Fig. 1: metal 4
(3 px per um) Supply wires on this layer in grey.
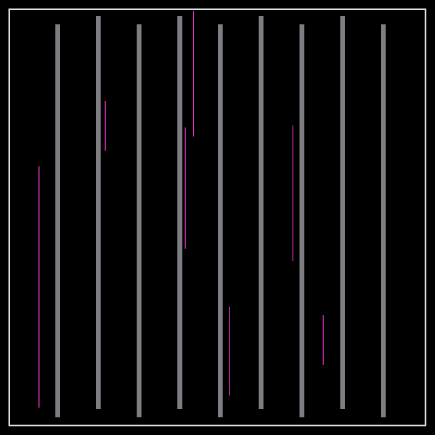
Fig. 2: I/O nets highlighted
(2 px per um)
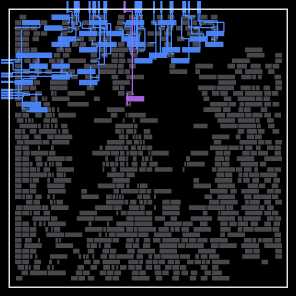
Fig. 3: local utilization
(3 px per um) The die is cut into 14 by 14 equal tiles; dark blue is low, red is high, 0 to 100% covered.
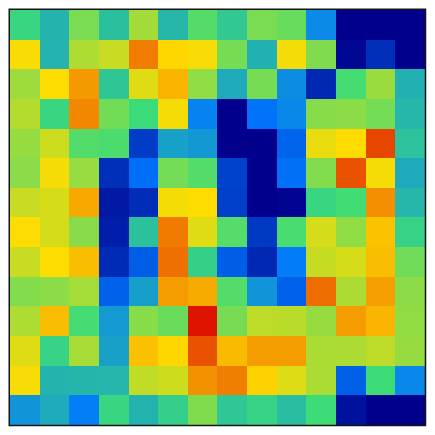
--- src/rtl/mem_arbiter_pkg.sv ---
// Shared types for the fetch / load-store memory arbiter: FSM states,
// requester identifiers and a counter-width helper.
package mem_arbiter_pkg;

  typedef enum logic [1:0] {
    ARB_IDLE  = 2'd0,
    ARB_IBUSY = 2'd1,
    ARB_DBUSY = 2'd2
  } arb_state_e;

  typedef enum logic {
    ARB_I = 1'b0,
    ARB_D = 1'b1
  } arb_id_e;

  // Bits needed to hold the values 0..max_val (at least one bit).
  function automatic int cnt_width(input int max_val);
    return (max_val < 2) ? 1 : $clog2(max_val + 1);
  endfunction

endpackage

--- src/rtl/arb_watchdog.sv ---
// Busy-cycle counter for the arbiter: cleared on grant, counts enabled cycles,
// flags expiry at TIMEOUT. TIMEOUT = 0 disables it.
module arb_watchdog
  import mem_arbiter_pkg::*;
#(
  parameter int TIMEOUT = 255
) (
  input  logic clk,
  input  logic rst,
  input  logic i_clr,
  input  logic i_en,
  output logic o_expired
);

  localparam int            CW    = cnt_width(TIMEOUT);
  localparam logic [CW-1:0] LIMIT = CW'(TIMEOUT);

  logic [CW-1:0] r_cnt;

  // NOTE: sequential state uses non-blocking assignments so every register
  // samples the pre-edge value of its inputs, independent of block order.
  always_ff @(posedge clk or posedge rst) begin
    if (rst) begin
      r_cnt <= '0;
    end else if (i_clr) begin
      r_cnt <= '0;
    end else if (i_en && (r_cnt != LIMIT)) begin
      r_cnt <= r_cnt + 1'b1;
    end
  end

  assign o_expired = (TIMEOUT != 0) && (r_cnt == LIMIT);

endmodule

--- src/rtl/mem_arbiter.sv ---
// Single-port memory arbiter between instruction fetch and load/store.
// Data has priority; a streak limit forces a fetch grant after DATA_STREAK data grants.
module mem_arbiter
  import mem_arbiter_pkg::*;
#(
  parameter int AW          = 32,
  parameter int DW          = 32,
  parameter int DATA_STREAK = 4,
  parameter int TIMEOUT     = 255
) (
  input  logic            clk,
  input  logic            rst,
  input  logic            i_req,
  input  logic [AW-1:0]   i_addr,
  output logic            i_ack,
  output logic [DW-1:0]   i_rdata,
  output logic            i_err,
  input  logic            d_req,
  input  logic            d_we,
  input  logic [DW/8-1:0] d_be,
  input  logic [AW-1:0]   d_addr,
  input  logic [DW-1:0]   d_wdata,
  output logic            d_ack,
  output logic [DW-1:0]   d_rdata,
  output logic            d_err,
  output logic            mem_ce,
  output logic            mem_we,
  output logic [DW/8-1:0] mem_be,
  output logic [AW-1:0]   mem_addr,
  output logic [DW-1:0]   mem_wdata,
  input  logic [DW-1:0]   mem_rdata,
  input  logic            mem_ack
);

  localparam int            BW         = DW / 8;
  localparam int            SW         = cnt_width(DATA_STREAK);
  localparam logic [SW-1:0] STREAK_MAX = SW'(DATA_STREAK);

  arb_state_e r_state, w_state_nxt;
  arb_id_e    w_grant_id;
  logic       w_grant, w_done, w_err, w_expired;
  logic       w_i_elig, w_d_elig;

  logic          r_mem_ce, r_mem_we;
  logic [BW-1:0] r_mem_be;
  logic [AW-1:0] r_mem_addr;
  logic [DW-1:0] r_mem_wdata;
  logic          r_i_ack, r_d_ack, r_i_err, r_d_err;
  logic [DW-1:0] r_i_rdata, r_d_rdata;
  logic [SW-1:0] r_streak;

  // The completion cycle is a dead cycle for arbitration: a level request that
  // is still high while an ack is out is only treated as new one cycle later.
  assign w_i_elig = i_req && !r_i_ack && !r_d_ack;
  assign w_d_elig = d_req && !r_i_ack && !r_d_ack;

  arb_watchdog #(
    .TIMEOUT(TIMEOUT)
  ) u_watchdog (
    .clk      (clk),
    .rst      (rst),
    .i_clr    (w_grant),
    .i_en     ((r_state != ARB_IDLE) && !mem_ack),
    .o_expired(w_expired)
  );

  always_ff @(posedge clk or posedge rst) begin
    if (rst) r_state <= ARB_IDLE;
    else     r_state <= w_state_nxt;
  end

  // NOTE: every signal written here gets a default first, so no path through
  // the case statement can leave one unassigned and infer a latch.
  always_comb begin
    w_state_nxt = r_state;
    w_grant     = 1'b0;
    w_grant_id  = ARB_D;
    w_done      = 1'b0;
    w_err       = 1'b0;
    case (r_state)
      ARB_IDLE: begin
        if (w_d_elig && !(w_i_elig && (r_streak == STREAK_MAX))) begin
          w_grant     = 1'b1;
          w_grant_id  = ARB_D;
          w_state_nxt = ARB_DBUSY;
        end else if (w_i_elig) begin
          w_grant     = 1'b1;
          w_grant_id  = ARB_I;
          w_state_nxt = ARB_IBUSY;
        end
      end
      ARB_IBUSY, ARB_DBUSY: begin
        // A memory ack in the expiry cycle wins over the timeout.
        if (mem_ack || w_expired) begin
          w_done      = 1'b1;
          w_err       = !mem_ack;
          w_state_nxt = ARB_IDLE;
        end
      end
      default: w_state_nxt = ARB_IDLE;
    endcase
  end

  // NOTE: the datapath registers are reset too, so the memory port and read
  // data buses come out of reset at zero rather than holding stale values.
  always_ff @(posedge clk or posedge rst) begin
    if (rst) begin
      r_mem_ce    <= 1'b0;
      r_mem_we    <= 1'b0;
      r_mem_be    <= '0;
      r_mem_addr  <= '0;
      r_mem_wdata <= '0;
      r_i_ack     <= 1'b0;
      r_d_ack     <= 1'b0;
      r_i_err     <= 1'b0;
      r_d_err     <= 1'b0;
      r_i_rdata   <= '0;
      r_d_rdata   <= '0;
    end else begin
      r_i_ack <= 1'b0;
      r_d_ack <= 1'b0;
      r_i_err <= 1'b0;
      r_d_err <= 1'b0;
      if (w_grant) begin
        r_mem_ce <= 1'b1;
        if (w_grant_id == ARB_D) begin
          r_mem_addr  <= d_addr;
          r_mem_we    <= d_we;
          r_mem_be    <= d_we ? d_be : '1;
          r_mem_wdata <= d_wdata;
        end else begin
          r_mem_addr <= i_addr;
          r_mem_we   <= 1'b0;
          r_mem_be   <= '1;
        end
      end else if (w_done) begin
        r_mem_ce <= 1'b0;
        r_mem_we <= 1'b0;
        if (r_state == ARB_IBUSY) begin
          r_i_ack   <= 1'b1;
          r_i_err   <= w_err;
          r_i_rdata <= w_err ? '0 : mem_rdata;
        end else begin
          r_d_ack   <= 1'b1;
          r_d_err   <= w_err;
          r_d_rdata <= w_err ? '0 : mem_rdata;
        end
      end
    end
  end

  // Streak counts data grants that overtook a waiting fetch.
  always_ff @(posedge clk or posedge rst) begin
    if (rst) begin
      r_streak <= '0;
    end else if (w_grant) begin
      if (w_grant_id == ARB_I || !i_req) r_streak <= '0;
      else if (r_streak != STREAK_MAX)   r_streak <= r_streak + 1'b1;
    end
  end

  assign mem_ce    = r_mem_ce;
  assign mem_we    = r_mem_we;
  assign mem_be    = r_mem_be;
  assign mem_addr  = r_mem_addr;
  assign mem_wdata = r_mem_wdata;
  assign i_ack     = r_i_ack;
  assign i_err     = r_i_err;
  assign i_rdata   = r_i_rdata;
  assign d_ack     = r_d_ack;
  assign d_err     = r_d_err;
  assign d_rdata   = r_d_rdata;

endmodule
--- config.mk ---
export PLATFORM = sky130hd
export DESIGN_NAME = mem_arbiter
export DESIGN_NICKNAME = d
export VERILOG_FILES = /design/src/rtl/mem_arbiter_pkg.sv /design/src/rtl/arb_watchdog.sv /design/src/rtl/mem_arbiter.sv
export SDC_FILE = /design/constraint.sdc
export NUM_CORES = 1
export LEC_CHECK = 0
export CORE_MARGIN = 2
export CORE_UTILIZATION = 36
export DETAILED_ROUTE_END_ITERATION = 10
export MAX_ROUTING_LAYER = met4
export PLACE_DENSITY = 0.72
export SYNTH_ARGS = -nofsm -noshare
export SYNTH_HDL_FRONTEND = slang
export SYNTH_SLANG_ARGS = --single-unit
--- constraint.sdc ---
create_clock -name clk -period 4.7 [get_ports clk]
set_clock_uncertainty 0.05 [all_clocks]
set_input_delay 0.705 -clock clk [delete_from_list [all_inputs] [get_ports clk]]
set_output_delay 0.705 -clock clk [all_outputs]
set_load 0.01 [all_outputs]
==> changes_impl.md <==
### Implementation results

* Status: finished, final reports clean
* Total met2 wirelength after detailed routing at about 8400 um
* P_leak at about 4.3 nW
* Cell depth of the worst hold path at 2
* Period utilization at between 60% and 70%
* Post-synthesis cell type with the largest combined area: dfrtp_1
* Top layer used by detailed routing: met4
* Cell Pwr Density at around 650 nW/um^2
* Combinational Power Share at 44.7%
* TritonCTS clock tree: built
* First-iteration detailed-routing DRC count at around 140
* Post-synth design cell area at 6490 um^2
* Number of setup violations in the final report at 0
* Aoi share at 5.65%
* Chip Height at between 100 and 150 um
* Clock group power at between 0.001 and 0.0015 W
* Critical path's largest stage delay at roughly 0.9 ns
* Buffers inserted during post-CTS setup optimization at 0
* Pin count of the biggest net entering global routing at 83
* FF+latch count, synth at between 150 and 200
* AND/OR/NAND/NOR Cells, Area Fraction at under 10%
* Critical Path AT at approximately 3.2 ns
* Number of endpoints with negative hold slack in the final report at 0
* Estimated wirelength of the detail-placed design at approximately 12,000 um
* Log Warnings at 28
* Met1 usage in global routing at between 20% and 30%
* Deepest level of the CTS H-tree at 4
* Mean post-synth cell area at 13.3 um^2
* Final hold slack at 0.429 ns
* Largest fanout on the critical path at 24
* Unique cell types at around 43
* First-pass GRT wire length at between 20,000 and 30,000 um
* Post-detailed-placement cell area at between 9000 and 10,000 um^2
* Buf+Inv Stages, Crit Path at 2
* Routed met1 length at about 6800 um
* Layout cell share with drive strength beyond 1 at 17.9%
* Net count entering floorplan at ~630
* Clock transition at the registers of the reported paths at around 0.060 ns
* Most utilized layer in the global route result: met2
* Relative max-transition margin at between 20% and 30%
* Global routing usage summed across all routing layers at 18.6%
* Kind of launch point of the worst setup path: primary input
* Cell with the most instances after synthesis: dfrtp_1
* Seq/Total Area, Yosys at between 50% and 60%
* Xor-xnor portion of the synthesized cell area at 0.135%
* Total non-filler cell area in the finished layout at ~10,000 um^2
* Endpoint of the lowest-slack register-to-register path: d_rdata[20]$_DFFE_PP0P_
* Fraction of synthesized area in multiplexers at roughly a quarter
* CP max-delay cell: or3_1
* Startpoint of the most critical register-to-register path: r_state[0]$_DFFE_PP0P_
* Synthesized chip area reported by yosys at 6490 um^2
* Met2 usage in global routing at a little under a third
* Number of buffers created by CTS at 17
* IR drop worst, VDD at around 0.31 mV
* Sw Share at 31.9%
* Number of global-route vias before repair at a little over 5,000
* Adder-cell area share of the yosys netlist at less than 1%
* Number of nets with antenna violations after routing at 0
* Minimum setup slack in the final design at ~1.7 ns
* Standard-cell row count at ~50
* Number of iterations in the first detailed-routing pass at 4
* Crit. path cell count at 5
* Antenna violations before repair at 0
* Worst Hold Endpoint: mem_addr[30]$_DFFE_PP0N_
* Area growth syn-to-layout at 55.2%
* Actual transition at the worst max-transition pin at about 1.1 ns
* Seq pwr share at ~34%
* Met3 Use GR at roughly 6.2%
* Top power consumer group: combinational cells
* Overall Power at roughly 0.0065 W
* Insertion delay at the late pin of the worst-skew pair at 0.41 ns
* Die extent in x at between 100 and 150 um
* Post-Synthesis Cells at 486
* R2R cell count at 6
* Classification of the worst-slack hold path: reg -> reg
* Total cells reported by yosys after synthesis at ~490
* Classification of the worst setup path: in -> reg
* Hold-fix buffers at CTS at 0
* Ordered cell list for the critical path: clkdlybuf4s50_1, o211a_1, or3_1, buf_4, mux2_1
* Crit path required time at between 4 and 5 ns
* Most frequent cells in the layout: 275 x clkdlybuf4s50_1, 151 x dfrtp_1, 63 x mux2_2
* Routed met3 length at 1230 um
* Final number of max-transition violations at 0
* Post-detailed-route via-to-cell ratio at about 4.8
* Pre-CTS setup slack at around 1.3 ns
* Post-detailed-route wirelength per cell at about 17 um
* Gpl congestion at about 0.8
* Total overflow reported by the global router at 0
* R2R Setup Slk at roughly 1.8 ns
* Most instantiated flip-flop cell in the synthesis netlist: dfrtp_1
* Category of the worst setup path capture point: register
* CTS Buffer Depth at 2
* Total of cells resized after clock tree synthesis at 0
* Count of flip-flops with a built-in enable after synthesis at 0
* Internal Power at about 0.0045 W
* Worst hold path startpoint: mem_addr[30]$_DFFE_PP0N_
* Leading cell types by total area after synthesis: dfrtp_1 58%, mux2_2 11%, mux2_4 6.7%, mux2i_1 5.1%, o21ai_0 2.9%
* Total negative slack for setup checks at 0 ns
* Number of sinks on the clock net at between 150 and 200
* Number of remaining DRC errors at 0
* Power in sequential cells at roughly 0.0022 W
* Post-Layout Cell Count at 1,002
* Final #Nets at ~900
* Clock Root Buffer: clkbuf_16
* Most instantiated logic cell after routing: clkdlybuf4s50_1
* Main logic family: multiplexers
* Die ar. at 19,100 um^2
* Proportion of power drawn by the clock network at around 22%
* N_diodes at 0
* Top cells by count, synth: 151 x dfrtp_1, 63 x mux2_2, 41 x nand2_1
* FFs w/ async S/R, synth at 100%
* Final worst path period need at roughly 3.0 ns
* Power spent charging and discharging nets at roughly 0.0021 W
* Core area at 17,800 um^2
* Largest delay contributor family on the critical path: simple AND/OR/NAND/NOR gates
* Synth top area share at between 50% and 60%
* Total of max-cap violations at 0
* Power in combinational cells at ~0.003 W
* Total of warnings raised by yosys at 0
* Count of placed standard cells including taps at 970
* Unrepaired setup endpoints after global routing: no
* Fmax achieved at roughly 340 MHz
## Picture notes: Fig. 1
share of all routed wire	1.6%
nets with wire on the layer	5
longest straight run	80.2 um
main direction	vertical
Total Wirelength: 16,700 um
total via count after detailed routing: 4,809

## Picture notes: Fig. 2
port	colour	direction	edge	end cells	wire
`mem_we`	purple	output	north	1	60.7 um
`mem_wdata`	blue	output	23 north, 9 west	32	972 um
number of buffers added on ports: 275
total I/O pin count: 276

## Picture notes: Fig. 3
mean over tiles	51%
fullest tile	98%
densest ninth of the die	south
nearly empty tiles	6.6%
core utilization of the finished layout: 56.4%
initial core utilization: 36.4%

area by class of cell:
class                           instances  area, um^2
Fill cell                            1437        7780
Clock buffer                           19         443
Multi-Input combinational cell        297        2520
Sequential cell                       151        3780
Inverter                               11        45.0
Clock inverter                         13         169
Timing Repair Buffer                  282        2820
Tap cell                              229         287
how the worst max path moves through the flow:
stage                                      start                      end  slack [ns]
after detailed placement                   i_req  d_rdata[27]$_DFFE_PP0P_        1.26
after floorplan                              rst          d_ack$_DFF_PP0_        2.04
after CTS                                  i_req  d_rdata[20]$_DFFE_PP0P_        1.71
after global placement                     i_req  d_rdata[19]$_DFFE_PP0P_        1.35
final                                      i_req  d_rdata[20]$_DFFE_PP0P_        1.74
after global routing      r_state[1]$_DFFE_PP0P_  d_rdata[20]$_DFFE_PP0P_        1.57
Power is estimated from default activity; no workload was simulated.
